run_1/clk_routes.png
The bar under the picture is 20 um long.
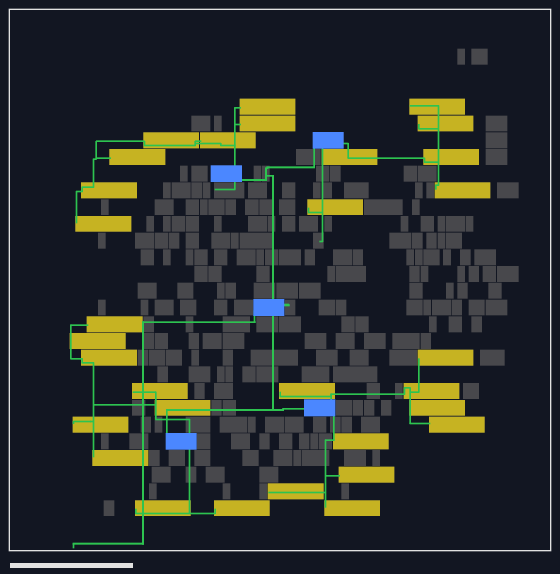
run_1/io_fan.png
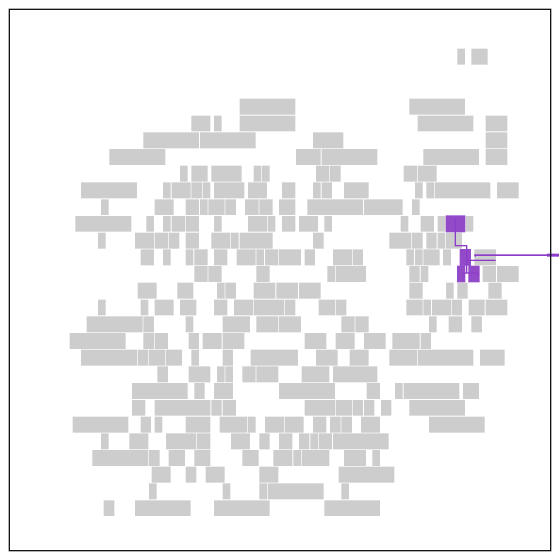
run_1/logic_types.png
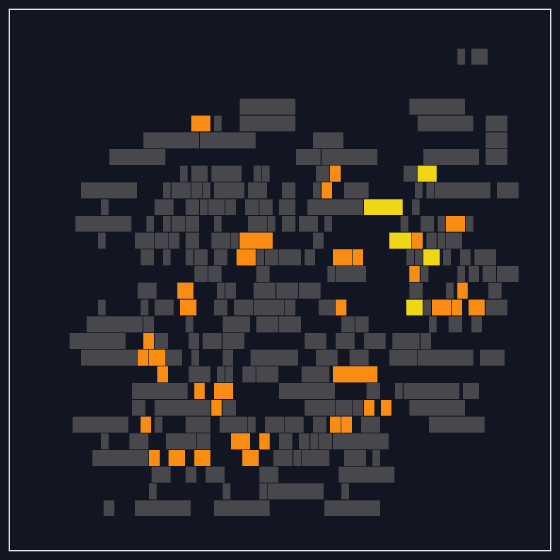
run_1/wires.png
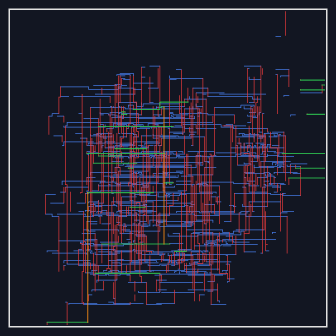
$ cat config.mk
export PLATFORM = sky130hd
export DESIGN_NAME = button_event_classifier
export DESIGN_NICKNAME = d
export VERILOG_FILES = /design/src/rtl/btn_pkg.sv /design/src/rtl/btn_sat_counter.sv /design/src/rtl/button_event_classifier.sv
export SDC_FILE = /design/constraint.sdc
export NUM_CORES = 1
export LEC_CHECK = 0
export CAP_MARGIN = 10
export CORE_MARGIN = 5
export CORE_UTILIZATION = 35
export DETAILED_ROUTE_END_ITERATION = 16
export GPL_TIMING_DRIVEN = 0
export SKIP_CTS_REPAIR_TIMING = 1
export SLEW_MARGIN = 20
export SYNTH_ARGS = -nofsm -noshare
export SYNTH_HDL_FRONTEND = slang
export SYNTH_SLANG_ARGS = --single-unit
$ cat constraint.sdc
create_clock -name CLK -period 2.68 [get_ports CLK]
set_input_delay 0.67 -clock CLK [delete_from_list [all_inputs] [get_ports CLK]]
set_output_delay 0.67 -clock CLK [all_outputs]
set_load 0.05 [all_outputs]
$ cat src/rtl/btn_pkg.sv
// Shared state type and 50 MHz default timing for the button event classifier.
package btn_pkg;

    typedef enum logic [2:0] {
        IDLE  = 3'd0,
        HELD1 = 3'd1,
        GAP   = 3'd2,
        HELD2 = 3'd3,
        LONG  = 3'd4
    } btn_state_t;

    localparam logic [23:0] BTN_LONG_DEF   = 24'd5_000_000;
    localparam logic [23:0] BTN_GAP_DEF    = 24'd2_500_000;
    localparam logic [23:0] BTN_REPEAT_DEF = 24'd1_000_000;

endpackage

$ cat src/rtl/btn_sat_counter.sv
// Saturating up-counter with clear/enable and a terminal compare at limit-1.
module btn_sat_counter #(
    parameter int unsigned CNT_W = 24
) (
    input  logic             CLK,
    input  logic             RST_N,
    input  logic             clr,
    input  logic             en,
    input  logic [CNT_W-1:0] limit,
    output logic             hit
);

    logic [CNT_W-1:0] cnt_q;
    logic [CNT_W-1:0] cnt_d;

    always_comb begin
        cnt_d = cnt_q;
        if (clr) begin
            cnt_d = '0;
        end else if (en && (cnt_q != '1)) begin
            cnt_d = cnt_q + CNT_W'(1);
        end
    end

    always_ff @(posedge CLK or negedge RST_N) begin
        if (!RST_N) begin
            cnt_q <= '0;
        end else begin
            cnt_q <= cnt_d;
        end
    end

    assign hit = (cnt_q == (limit - CNT_W'(1)));

endmodule

$ cat src/rtl/button_event_classifier.sv
// Classifies debounced presses into short / long / double gesture pulses.
// Define BTN_AUTO_REPEAT_EN to get repeat_tick pulses while long-held.
module button_event_classifier
    import btn_pkg::*;
#(
    parameter int unsigned      CNT_W         = 24,
    parameter logic [CNT_W-1:0] LONG_CYCLES   = CNT_W'(BTN_LONG_DEF),
    parameter logic [CNT_W-1:0] GAP_CYCLES    = CNT_W'(BTN_GAP_DEF),
    parameter logic [CNT_W-1:0] REPEAT_CYCLES = CNT_W'(BTN_REPEAT_DEF)
) (
    input  logic CLK,
    input  logic RST_N,
    input  logic btn_level,
    input  logic btn_press,
    input  logic btn_release,
    output logic short_press,
    output logic long_press,
    output logic double_press,
    output logic repeat_tick,
    output logic busy
);

    btn_state_t       state_q, state_d;
    logic             short_q, short_d;
    logic             long_q, long_d;
    logic             double_q, double_d;
    logic             busy_q;
    logic             tick_d;
    logic             cnt_clr, cnt_en, cnt_hit;
    logic [CNT_W-1:0] cnt_lim;
    logic             press_v, rel_v;

    // Coincident strobes cancel each other out.
    assign press_v = btn_press & ~btn_release;
    assign rel_v   = btn_release & ~btn_press;

    always_comb begin
        state_d  = state_q;
        short_d  = 1'b0;
        long_d   = 1'b0;
        double_d = 1'b0;
        tick_d   = 1'b0;
        cnt_en   = 1'b0;
        cnt_lim  = LONG_CYCLES;
        unique case (state_q)
            IDLE: begin
                if (press_v) state_d = HELD1;
            end
            HELD1: begin
                cnt_en = 1'b1;
                if (rel_v) begin
                    state_d = GAP;
                end else if (!btn_level) begin
                    state_d = IDLE;
                end else if (cnt_hit) begin
                    long_d  = 1'b1;
                    state_d = LONG;
                end
            end
            GAP: begin
                cnt_en  = 1'b1;
                cnt_lim = GAP_CYCLES;
                if (press_v) begin
                    double_d = 1'b1;
                    state_d  = HELD2;
                end else if (cnt_hit) begin
                    short_d = 1'b1;
                    state_d = IDLE;
                end
            end
            HELD2: begin
                if (rel_v || !btn_level) state_d = IDLE;
            end
            LONG: begin
                cnt_lim = REPEAT_CYCLES;
                if (rel_v || !btn_level) begin
                    state_d = IDLE;
                end
`ifdef BTN_AUTO_REPEAT_EN
                else begin
                    cnt_en = 1'b1;
                    tick_d = cnt_hit;
                end
`endif
            end
            default: state_d = IDLE;
        endcase
        cnt_clr = (state_d != state_q) || tick_d;
    end

    always_ff @(posedge CLK or negedge RST_N) begin
        if (!RST_N) begin
            state_q  <= IDLE;
            short_q  <= 1'b0;
            long_q   <= 1'b0;
            double_q <= 1'b0;
            busy_q   <= 1'b0;
        end else begin
            state_q  <= state_d;
            short_q  <= short_d;
            long_q   <= long_d;
            double_q <= double_d;
            busy_q   <= (state_d != IDLE);
        end
    end

`ifdef BTN_AUTO_REPEAT_EN
    logic tick_q;

    always_ff @(posedge CLK or negedge RST_N) begin
        if (!RST_N) begin
            tick_q <= 1'b0;
        end else begin
            tick_q <= tick_d;
        end
    end

    assign repeat_tick = tick_q;
`else
    assign repeat_tick = 1'b0;
`endif

    btn_sat_counter #(
        .CNT_W (CNT_W)
    ) u_cnt (
        .CLK   (CLK),
        .RST_N (RST_N),
        .clr   (cnt_clr),
        .en    (cnt_en),
        .limit (cnt_lim),
        .hit   (cnt_hit)
    );

    assign short_press  = short_q;
    assign long_press   = long_q;
    assign double_press = double_q;
    assign busy         = busy_q;

endmodule

==> flow_metrics.py, run 1 <==
# Generated from Yosys and OpenROAD reports
metrics = {
    "run_status": {
        "status": "completed",
    },
    "die": {
        "die_area_sq_um": 7710,
        "core_area_sq_um": 5920,
        "fp_util_pct": 35.8,
        "fp.dieW_um": 87.8,
    },
    "final_timing": {
        "tightest_slew_ns": 0.712,
        "slew_viol_final": 0,
        "final.setup.tns_ns": 0,
        "rsz0062_at_grt": "no",
        "maxSlewHeadroom_pct": 52.2,
        "period_used_pct": 84.8,
    },
    "layout": {
        "final_cells": 323,
        "top_register": "u_cnt.cnt_q",
        "diodes": 0,
        "n_clock_buffer": 6,
    },
    "synthesis": {
        "top_logic_kind": "simple AND/OR/NAND/NOR gates",
        "syn_area_sq_um": 2120,
        "synth-edff-count": 0,
        "top_area_share_pct": 36.6,
        "syn_inst": 233,
        "mux_area_share_pct": 1.89,
        "synthTopCellsByArea": "dfrtp_1 37%, nor2_1 5.7%, xor2_1 5.4%, nand4_1 3.5%, nor4bb_1 2.8%",
        "numSynthFlops": 31,
        "top_cells_by_count": "32 x nor2_1, 31 x dfrtp_1, 13 x xor2_1",
        "yosysWarnings": 0,
    },
    "clock_tree": {
        "cts.sinks": 31,
        "cts_tree": "built",
    },
    "routing": {
        "wl_met1_um": 2420,
        "detail-route-antenna-nets": 0,
        "routed_via_density": 5.55,
    },
    "worst_setup_path": {
        "path_cells": "ha_1 -> nor4b_1 -> nand3_1 -> or4_1 -> a21oi_1 -> a311oi_1",
        "crit_type": "reg -> reg",
        "reg2reg_from": "u_cnt.cnt_q[0]$_DFFE_PN0P_",
        "critPathRequiredTime_ns": 2.82,
        "cp-end-kind": "flop",
    },
    "global_routing": {
        "grt_max_degree": 32,
        "met3_usage_pct": 2.92,
    },
    "place": {
        "place.gp.congestion": 0.950,
    },
    "power": {
        "p_leak_nw": 0.894,
        "comb_power_share_pct": 21.9,
        "top_power_group": "sequential cells",
        "ir_drop_mv": 0.234,
    },
    "worst_hold_path": {
        "hp-class": "in -> async",
    },
    "run": {
        "drv_cap": 0,
    },
}
-- clk_routes.png (at the start) --
- flip-flops: yellow (count 31)
- clock drivers: blue (count 5)
- clock wires: green (length 447 um)
- routed clock nets: 6
Power Clock: 367 uW
Final Skew: 0.00589 ns
Clk pwr share: 32.1%
worst skew pair latency: 0.28 ns

-- io_fan.png (at the start) --
- btn_level: purple (bits 1; direction input; end cells 4; buffers 1; wire 30.2 um)

-- logic_types.png (at the start) --
- aoi and oai cells: orange (cells 36)
- non-inverting ao/oa cells: yellow (cells 5; where middle right)

-- wires.png (at the start) --
- metal 3: green (wire length 216 um)
- metal 4: orange (wire length 74.1 um)
- metal 2: red (wire length 2370 um)
- metal 1: blue (wire length 2420 um)
WL per Instance: 15.7 um
DR vias: 1792
Routed WL: 5080 um
GRT Total Usage: 14.4%

## Run 2: what changed since run 1
==> constraint.sdc (replaced) <==
create_clock -name CLK -period 2.3 [get_ports CLK]
set_input_delay 0.575 -clock CLK [delete_from_list [all_inputs] [get_ports CLK]]
set_output_delay 0.575 -clock CLK [all_outputs]
set_load 0.05 [all_outputs]
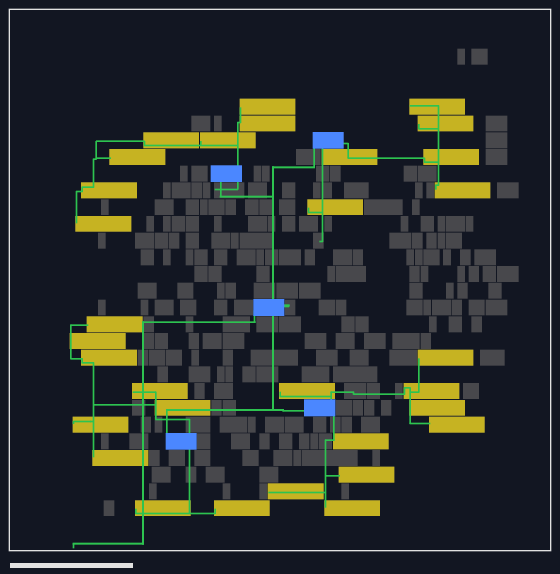
run_2/clk_routes.png
The bar under the picture is 20 um long.
- clock drivers: blue (count 5)
- flip-flops: yellow (count 31)
- clock wires: green (length 444 um)
- routed clock nets: 6
- flops lie: spread over the die
Clk pwr share: 31.6%
Final Skew: 0.00597 ns
Power Clock: 428 uW

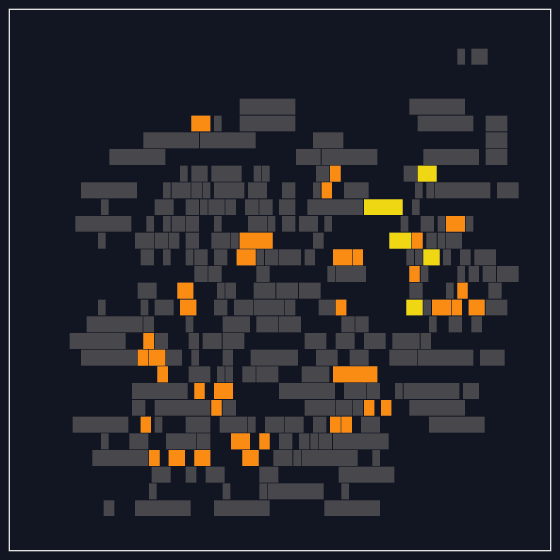
run_2/logic_types.png
- non-inverting ao/oa cells: yellow (cells 5; where middle right)
- aoi and oai cells: orange (cells 36)
multi-input combinational area share: 52.0%
post-route insts no fill: 323

==> run 2 against run 1 <==
Combinational power is 24% higher. Sequential power is 18% higher. Global-route usage stayed put. Clock power is 17% higher. Sequential share of layout area is 0.17 points lower. Setup slack worse by 0.29 ns. Largest power group unchanged. Highest routed layer unchanged.
==> flow_metrics.py, run 2 <==
# Generated from Yosys and OpenROAD reports
metrics = {
    "worst_setup_path": {
        "crit_type": "reg -> reg",
        "critPathRequiredTime_ns": 2.44,
        "path_cells": "ha_4 -> nor4b_1 -> nand3_1 -> or4_1 -> a21oi_1 -> a311oi_1",
    },
    "die": {
        "die_area_sq_um": 7710,
        "fp.dieW_um": 87.8,
        "fp_util_pct": 35.8,
        "core_area_sq_um": 5920,
    },
    "power": {
        "ir_drop_mv": 0.272,
    },
    "final_timing": {
        "rsz0062_at_grt": "no",
        "final.setup.tns_ns": 0,
        "period_used_pct": 94.9,
        "maxSlewHeadroom_pct": 52.2,
        "tightest_slew_ns": 0.712,
    },
    "routing": {
        "wl_um": 5110,
        "wl_met1_um": 2370,
        "routedWlPerCell_um": 15.8,
        "routed_via_density": 5.61,
        "dr_total_vias": 1812,
    },
    "worst_hold_path": {
        "hp-class": "in -> async",
    },
    "synthesis": {
        "syn_area_sq_um": 2120,
        "top_area_share_pct": 36.6,
        "numSynthFlops": 31,
        "yosysWarnings": 0,
        "top_logic_kind": "simple AND/OR/NAND/NOR gates",
        "mux_area_share_pct": 1.89,
    },
    "layout": {
        "diodes": 0,
        "n_clock_buffer": 6,
    },
    "run_status": {
        "status": "completed",
    },
    "clock_tree": {
        "cts_tree": "built",
        "cts.sinks": 31,
        "clk_latency_ns": 0.28,
    },
    "global_routing": {
        "grt_max_degree": 32,
        "track_usage_pct": 14.4,
    },
    "run": {
        "drv_cap": 0,
    },
}
No activity file was given, so power comes from the tool's default toggle rates.
